`src/rtl/adc_pkg.sv`:
```
// Shared definitions for the ADC sequencer/averager.
// - ADC_BITS      : converter result width.
// - estado_prom_t : averager FSM states.
// - acc_ancho()   : accumulator width needed to sum 2^log2_n full-scale samples.
package adc_pkg;

  localparam int unsigned ADC_BITS = 8;

  typedef enum logic [2:0] {
    IDLE,
    DISPARO,
    BAJA,
    ALTA,
    CAPTURA,
    SALIDA,
    ESPERA
  } estado_prom_t;

  function automatic int unsigned acc_ancho(input int unsigned log2_n);
    return ADC_BITS + log2_n;
  endfunction

endpackage

```
`src/rtl/sincronizador_2ff.sv`:
```
// Two-flop synchroniser for a single asynchronous level.
// Ports:
//   clk   - destination clock
//   rst_n - asynchronous active-low reset (both flops clear to 0)
//   d     - asynchronous input
//   q     - synchronised output, 2 clk cycles of latency
module sincronizador_2ff (
  input  logic clk,
  input  logic rst_n,
  input  logic d,
  output logic q
);

  logic meta_q;
  logic sync_q;

  always_ff @(posedge clk or negedge rst_n) begin
    if (!rst_n) begin
      meta_q <= 1'b0;
      sync_q <= 1'b0;
    end else begin
      meta_q <= d;
      sync_q <= meta_q;
    end
  end

  assign q = sync_q;

endmodule

```
`src/rtl/adc_promediador.sv`:
```
// Sequencer and averager for the 8-bit SAR converter. Issues periodic start-of-
// conversion pulses, waits for end-of-conversion, captures each result and
// emits the mean of 2^LOG2_N consecutive samples.
// Ports:
//   clk         - system clock
//   rst_n       - asynchronous active-low reset
//   enable      - 1 = continuous acquisition, 0 = stop and flush
//   sc          - start conversion (registered)
//   eoc         - end of conversion (asynchronous to clk)
//   resultado   - converter result, stable while synchronised eoc is high
//   muestra     - last raw captured sample
//   dato        - averaged value
//   dato_valido - one-cycle pulse, dato updated this cycle
//   error_to    - sticky wait-state timeout flag
module adc_promediador
  import adc_pkg::*;
#(
  parameter int unsigned LOG2_N   = 3,
  parameter int unsigned PERIODO  = 1000,
  parameter int unsigned SC_ANCHO = 4,
  parameter int unsigned TIMEOUT  = 4095
) (
  input  logic                clk,
  input  logic                rst_n,
  input  logic                enable,
  output logic                sc,
  input  logic                eoc,
  input  logic [ADC_BITS-1:0] resultado,
  output logic [ADC_BITS-1:0] muestra,
  output logic [ADC_BITS-1:0] dato,
  output logic                dato_valido,
  output logic                error_to
);

  localparam int unsigned ACC_W = acc_ancho(LOG2_N);
  localparam int unsigned CNT_W = LOG2_N + 1;
  localparam int unsigned PER_W = $clog2(PERIODO) + 1;
  localparam int unsigned TO_W  = $clog2(TIMEOUT) + 1;

  localparam logic [CNT_W-1:0] N_MUESTRAS = CNT_W'(2 ** LOG2_N);
  localparam logic [PER_W-1:0] PER_FIN    = PER_W'(PERIODO - 1);
  localparam logic [PER_W-1:0] SC_FIN     = PER_W'(SC_ANCHO - 1);
  localparam logic [TO_W-1:0]  TO_FIN     = TO_W'(TIMEOUT - 1);

  estado_prom_t          estado_q, estado_d;
  logic [PER_W-1:0]      per_q, per_d;
  logic [TO_W-1:0]       to_q, to_d;
  logic [ACC_W-1:0]      acc_q, acc_d, acc_sum;
  logic [CNT_W-1:0]      cnt_q, cnt_d, cnt_sum;
  logic [ADC_BITS-1:0]   muestra_q, muestra_d;
  logic [ADC_BITS-1:0]   dato_q, dato_d;
  logic                  dv_q, dv_d;
  logic                  err_q, err_d;
  logic                  sc_q, sc_d;
  logic                  en_q;
  logic                  eoc_s;

  sincronizador_2ff u_sync_eoc (
    .clk   (clk),
    .rst_n (rst_n),
    .d     (eoc),
    .q     (eoc_s)
  );

  assign acc_sum = acc_q + ACC_W'(resultado);
  assign cnt_sum = cnt_q + CNT_W'(1);

  always_comb begin
    estado_d  = estado_q;
    per_d     = per_q;
    to_d      = '0;
    acc_d     = acc_q;
    cnt_d     = cnt_q;
    muestra_d = muestra_q;
    dato_d    = dato_q;
    dv_d      = 1'b0;
    err_d     = err_q;

    if (!enable) begin
      estado_d = IDLE;
      acc_d    = '0;
      cnt_d    = '0;
      per_d    = '0;
    end else begin
      unique case (estado_q)
        IDLE: begin
          // Only a fresh rising edge of enable starts a run.
          if (!en_q) begin
            err_d    = 1'b0;
            estado_d = DISPARO;
          end
        end
        DISPARO: begin
          if (per_q >= SC_FIN) estado_d = BAJA;
        end
        BAJA: begin
          // A stale high eoc_s must first drop before a result is trusted.
          if (!eoc_s) begin
            estado_d = ALTA;
          end else if (to_q == TO_FIN) begin
            err_d    = 1'b1;
            acc_d    = '0;
            cnt_d    = '0;
            estado_d = ESPERA;
          end
        end
        ALTA: begin
          if (eoc_s) begin
            estado_d = CAPTURA;
          end else if (to_q == TO_FIN) begin
            err_d    = 1'b1;
            acc_d    = '0;
            cnt_d    = '0;
            estado_d = ESPERA;
          end
        end
        CAPTURA: begin
          muestra_d = resultado;
          acc_d     = acc_sum;
          cnt_d     = cnt_sum;
          if (cnt_sum == N_MUESTRAS) begin
            // Output registers load here so they are visible during SALIDA.
            dato_d   = ADC_BITS'(acc_sum >> LOG2_N);
            dv_d     = 1'b1;
            estado_d = SALIDA;
          end else begin
            estado_d = ESPERA;
          end
        end
        SALIDA: begin
          acc_d    = '0;
          cnt_d    = '0;
          estado_d = ESPERA;
        end
        ESPERA: begin
          if (per_q >= PER_FIN) estado_d = DISPARO;
        end
        default: estado_d = IDLE;
      endcase

      // Period timer restarts on DISPARO entry and saturates otherwise.
      if (estado_d == DISPARO && estado_q != DISPARO) begin
        per_d = '0;
      end else if (per_q != '1) begin
        per_d = per_q + PER_W'(1);
      end

      // Wait-state timer counts cycles spent in the current BAJA/ALTA visit.
      if ((estado_d == BAJA || estado_d == ALTA) && estado_d == estado_q) begin
        to_d = to_q + TO_W'(1);
      end
    end

    sc_d = enable && (estado_q == DISPARO);
  end

  always_ff @(posedge clk or negedge rst_n) begin
    if (!rst_n) begin
      estado_q  <= IDLE;
      per_q     <= '0;
      to_q      <= '0;
      acc_q     <= '0;
      cnt_q     <= '0;
      muestra_q <= '0;
      dato_q    <= '0;
      dv_q      <= 1'b0;
      err_q     <= 1'b0;
      sc_q      <= 1'b0;
      en_q      <= 1'b0;
    end else begin
      estado_q  <= estado_d;
      per_q     <= per_d;
      to_q      <= to_d;
      acc_q     <= acc_d;
      cnt_q     <= cnt_d;
      muestra_q <= muestra_d;
      dato_q    <= dato_d;
      dv_q      <= dv_d;
      err_q     <= err_d;
      sc_q      <= sc_d;
      en_q      <= enable;
    end
  end

  assign sc          = sc_q;
  assign muestra     = muestra_q;
  assign dato        = dato_q;
  assign dato_valido = dv_q;
  assign error_to    = err_q;

endmodule

```
`config.mk`:
```
export PLATFORM = sky130hd
export DESIGN_NAME = adc_promediador
export DESIGN_NICKNAME = d
export VERILOG_FILES = /design/src/rtl/adc_pkg.sv /design/src/rtl/sincronizador_2ff.sv /design/src/rtl/adc_promediador.sv
export SDC_FILE = /design/constraint.sdc
export NUM_CORES = 1
export LEC_CHECK = 0
export CORE_ASPECT_RATIO = 0.8
export CORE_UTILIZATION = 40
export CTS_CLUSTER_SIZE = 30
export DETAILED_ROUTE_END_ITERATION = 12
export GPL_TIMING_DRIVEN = 0
export HOLD_SLACK_MARGIN = 0.05
export MAX_ROUTING_LAYER = met4
export PLACE_DENSITY_LB_ADDON = 0.1
export RECOVER_POWER = 25
export SYNTH_ARGS = -nofsm -noshare
export SYNTH_HDL_FRONTEND = slang
export SYNTH_HIERARCHICAL = 1
export SYNTH_SLANG_ARGS = --single-unit
```
`constraint.sdc`:
```
create_clock -name clk -period 2.1 [get_ports clk]
set_input_delay 0.42 -clock clk [delete_from_list [all_inputs] [get_ports clk]]
set_output_delay 0.42 -clock clk [all_outputs]
set_load 0.01 [all_outputs]
```
### Routing congestion map, run 1

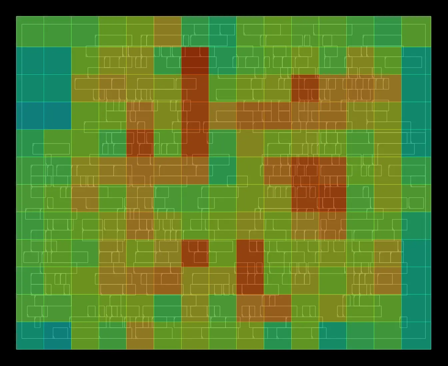
met2 GRT Util: 24.0%
global routing met3 resource utilization: 6.40%
WL/cell: 14.4 um
global-route usage over all layers: 18.3%
GRT Max-Usage Layer: met1

### Cell area per tile, run 1

The bar under the picture is 20 um long. The die is cut into 10 by 8 equal tiles; dark blue is low, red is high, 0 to 100% covered.
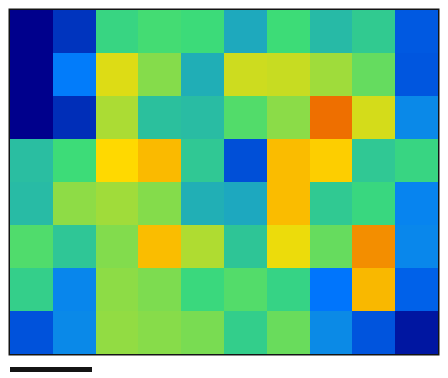
nearly empty tiles: 3.7%
mean over tiles: 47%
emptiest ninth of the die: upper left
tiles over 75% full: 11%

==> GITHUB_STEP_SUMMARY, run 1 <==
## Synthesis and layout report

| Metric | Value |
|---|---|
| Run status | finished with violations |
| Failing checks | capacitance limit, slew limit |
| Max-capacitance violation count | 1 |
| Metal3 WL | 303 um |
| Yosys cell count | 347 |
| Combinational power | 0.000536 W |
| Yosys Chip Area | 3330 um2 |
| Max-slew violations | about 65 |
| First DRT Iteration DRCs | 87 |
| Register share of total power | 43.6% |
| P_sw | 0.000832 W |
| Biggest consumer | sequential cells |
| Via density | 5.19 |
| Combinational share of cell area | approximately two fifths |
| Synthesized instance count | 347 |
| Clock-pin slew on the worst setup and hold paths | ~70 ps |
| Fmax | around 500 MHz |
| WHS Path Cells | 0 |
| Root buffer cell | clkbuf_8 |
| Met2 WL | 3090 um |
| Area share, top type | 48.1% |
| Largest registers | to_q x13, acc_q x11, per_q x11 |
### Cell sizes after repair, run 1

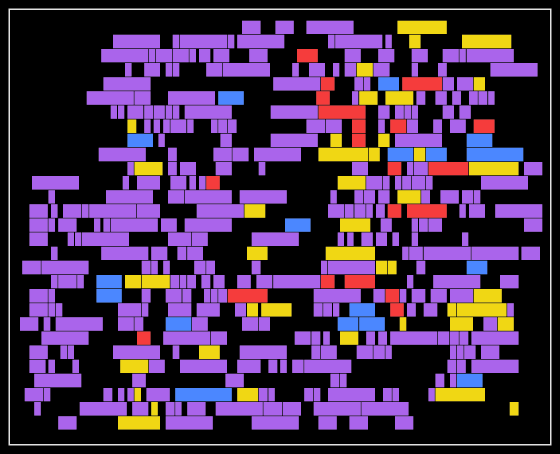
legend:
  red:
    size: x3 and x4
    cells: 20
    share: 5.0%
  purple:
    size: x1 and smaller
    cells: 321
    share: 80%
  blue:
    size: x6 and larger
    cells: 17
    share: 4.3%
  yellow:
    size: x2
    cells: 42
    share: 11%

### The metal 1 layer, run 1

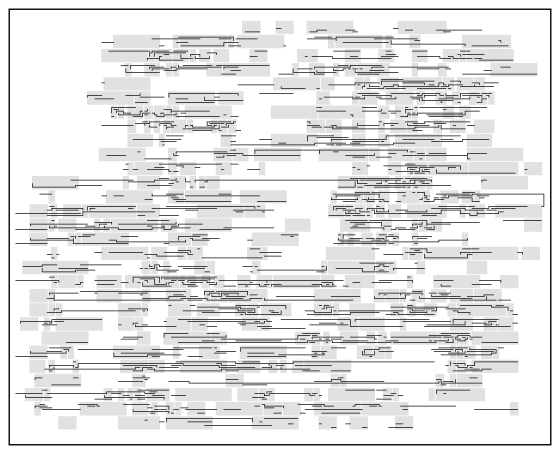
nets with wire on the layer: 380
wire length on this layer: 3850 um

## run 1: per-stage QoR
stage / TNS (ps) / std cells / hold slack, ps / power [W]
4_1_cts: -384 / 502 / 189 / 0.00309
2_1_floorplan: -0.139 / 347 / 124 / 0.00162
5_1_grt: -422 / 508 / 383 / 0.00328
6_report: 0 / 508 / 371 / 0.00313
3_5_place_dp: -9300 / 485 / 362 / 0.00183
3_3_place_gp: -112080 / 485 / 365 / 0.00183
## run 1: per-layer routing
layer | up-vias | track usage [%]
met1 | 1272 | 26.3
li1 | 1308 | -
met3 | 6 | 6.40
met2 | 48 | 24.0
met5 | - | -
met4 | 0 | 5.45
## run 1: timing repair
item / in CTS / in global routing
cloned: 0 / 1
hold buffers: 0 / 0
buffers inserted: 1 / 6
setup endpoints to repair: 24 / 39
gates resized: 13 / 42
pin swaps: 5 / 20
## run 1: worst max-delay path: cells and delay by family (launching register included)
kind                     cells  cell delay, ps
AND-OR/OR-AND                3             450
adder cells (fa/ha/maj)      2             540
buffers and inverters        1              40
flip-flops                   1             360
AND/OR/NAND/NOR              3             590
## run 1: cell usage in the layout, fill, tap and decap left out, drive strengths merged, types with 4 or more instances in the layout
cell and count:
dfrtp 64, a31oi 5, buf 15, xnor2 12
inv 12, nand3 15, nor3 4, a22o 6
clkbuf 15, nand4 8, and3 4, nand2 56
clkdlybuf4s50 26, o21ai 26, a21oi 10, xor2 17
ha 13, nor2 37, mux2 4
## run 1: how the worst max path moves through the flow
stage                            start   endpoint  slack [ps]  depth (start not counted)
final                         acc_q[0]  acc_q[10]          50                          9
after global routing           to_q[0]   per_q[2]         -50                          9
after CTS                     acc_q[0]  acc_q[10]         -70                          9
after detailed placement  resultado[0]  acc_q[10]        -760                         10
after global placement           rst_n    to_q[7]       -1610                          1
after floorplan           resultado[0]  acc_q[10]        -0.1                          9
==> run 1 -> run 2 <==
--- a/config.mk
+++ b/config.mk
@@ -6,12 +6,11 @@
 export NUM_CORES = 1
 export LEC_CHECK = 0
 export CORE_ASPECT_RATIO = 0.8
-export CORE_UTILIZATION = 40
+export CORE_UTILIZATION = 45
 export CTS_CLUSTER_SIZE = 30
 export DETAILED_ROUTE_END_ITERATION = 12
 export GPL_TIMING_DRIVEN = 0
 export HOLD_SLACK_MARGIN = 0.05
-export MAX_ROUTING_LAYER = met4
 export PLACE_DENSITY_LB_ADDON = 0.1
 export RECOVER_POWER = 25
 export SYNTH_ARGS = -nofsm -noshare
### Routing congestion map, run 2

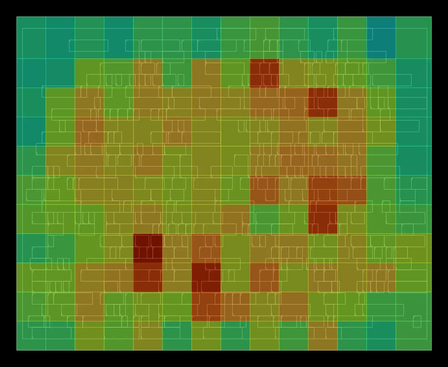
global routing met3 resource utilization: 6.60%
met2 GRT Util: 29.9%
WL/cell: 15.0 um

==> GITHUB_STEP_SUMMARY, run 2 <==
## Synthesis and layout report

| Metric | Value |
|---|---|
| Non-filler cells, final | 487 (was 508) |
| Root buffer cell | clkbuf_8 (unchanged) |
| Area share, top type | 48.1% (unchanged) |
| Synthesized instance count | 347 (unchanged) |
| Largest registers | to_q x13, acc_q x11, per_q x11 (unchanged) |
| Placed insts | 464 (was 485) |
| WHS Path Cells | 0 (unchanged) |
| Worst Reg-to-Reg Cells | 8 (was 9) |
| Final hold slack | 364 ps (was 371 ps) |
| Via density | 5.36 (was 5.19) |
| Worst Tran Pin Value | 1590 ps (was 1610 ps) |
| Hold Buf Count CTS | 0 (unchanged) |
| Metal3 WL | 268 um (was 303 um) |
| Min-Delay Endpoint | u_sync_eoc/q (unchanged) |
| Yosys Chip Area | 3330 um2 (unchanged) |
| Run status | finished with violations (unchanged) |
| Most frequent cells in the layout | dfrtp_1, nand2_1, nor2_1 (unchanged) |
| Flop-to-flop setup slack | 70 ps (was 50 ps) |
| P_sw | 0.000798 W (was 0.000832 W) |
| Max-capacitance violation count | 1 (unchanged) |
| Clock-pin slew on the worst setup and hold paths | 70 ps (about the same) |
| Final Hold Fails | 0 (unchanged) |
| Fmax | 491 MHz (was 489 MHz) |
| Final min period | 2030 ps (was 2050 ps) |
| Failing checks | capacitance limit, slew limit (unchanged) |
| Top cells by count | dfrtp_1, nand2_1, nor2_1 (unchanged) |
| Worst Path Buf+Inv | 1 (unchanged) |
| Yosys cell count | 347 (unchanged) |
| Global-route usage over all layers | 20.5% (was 18.3%) |
| Worst Skew | 6.43 ps (was 7.59 ps) |
| Max-slew violations | 65 (unchanged) |
| Setup TNS | 0 ps (unchanged) |
| Pwr Total | 0.00284 W (was 0.00313 W) |
| Met2 WL | 3190 um (was 3090 um) |
| Register share of total power | 48.0% (was 43.6%) |
### Cell area per tile, run 2

The bar under the picture is 20 um long. The die is cut into 10 by 8 equal tiles; dark blue is low, red is high, 0 to 100% covered.
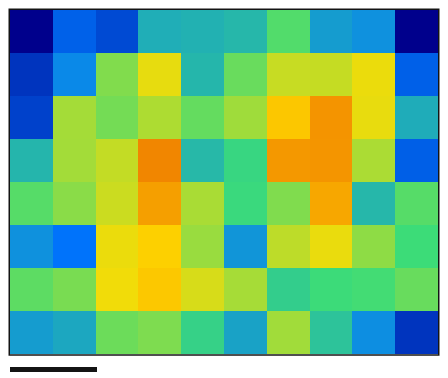
emptiest ninth of the die: upper left
fullest tile: 85%
nearly empty tiles: 2.5%
tiles over 75% full: 11%

[run 2: cell counts after synthesis]
No cell type changed its count.
[run 2: worst max path at each step]
stage | startpoint | to | slack, ps | cells past startpoint
finish | per_q[1] | per_q[1] | 70 | 8
global route | per_q[1] | per_q[1] | -60 | 8
CTS | acc_q[0] | acc_q[10] | -60 | 9
detailed placement | resultado[0] | acc_q[10] | -730 | 10
global placement | rst_n | to_q[6] | -1570 | 1
floorplan | resultado[0] | acc_q[10] | -0.1 | 9
[run 2: layer usage]
layer | GRT usage [%] | vias to the layer above
met4 | 7.31 | 0
met2 | 29.9 | 54
met1 | 28.6 | 1252
li1 | - | 1298
met5 | 0 | -
met3 | 6.60 | 8
[run 2: area by class of cell]
type,count,share of cell area (%)
Clock buffer,12,3.78
Tap cell,87,2.65
Clock inverter,3,0.427
Sequential cell,64,39.2
Multi-Input combinational cell,260,42.4
Timing Repair Buffer,38,8.70
Buffer,11,1.77
Inverter,12,1.10
[run 2: power by group through the flow]
stage                     clock network (W)  logic (W)  registers, W
after global routing                0.00106   0.000570       0.00137
after floorplan                           0   0.000224       0.00140
after CTS                          0.000989   0.000483       0.00136
after detailed placement                  0   0.000452       0.00138
final                              0.000959   0.000517       0.00136
after global placement                    0   0.000446       0.00138
[run 2: what timing repair did]
action / 4_1_cts / 5_1_grt
gates cloned: 0 / 1
gates resized: 16 / 25
setup buffers: 2 / 5
endpoints found under the setup margin: 25 / 38
hold endpoints to repair: 0 / 0
pin swaps: 4 / 13
Power and IR drop assume default switching activity.
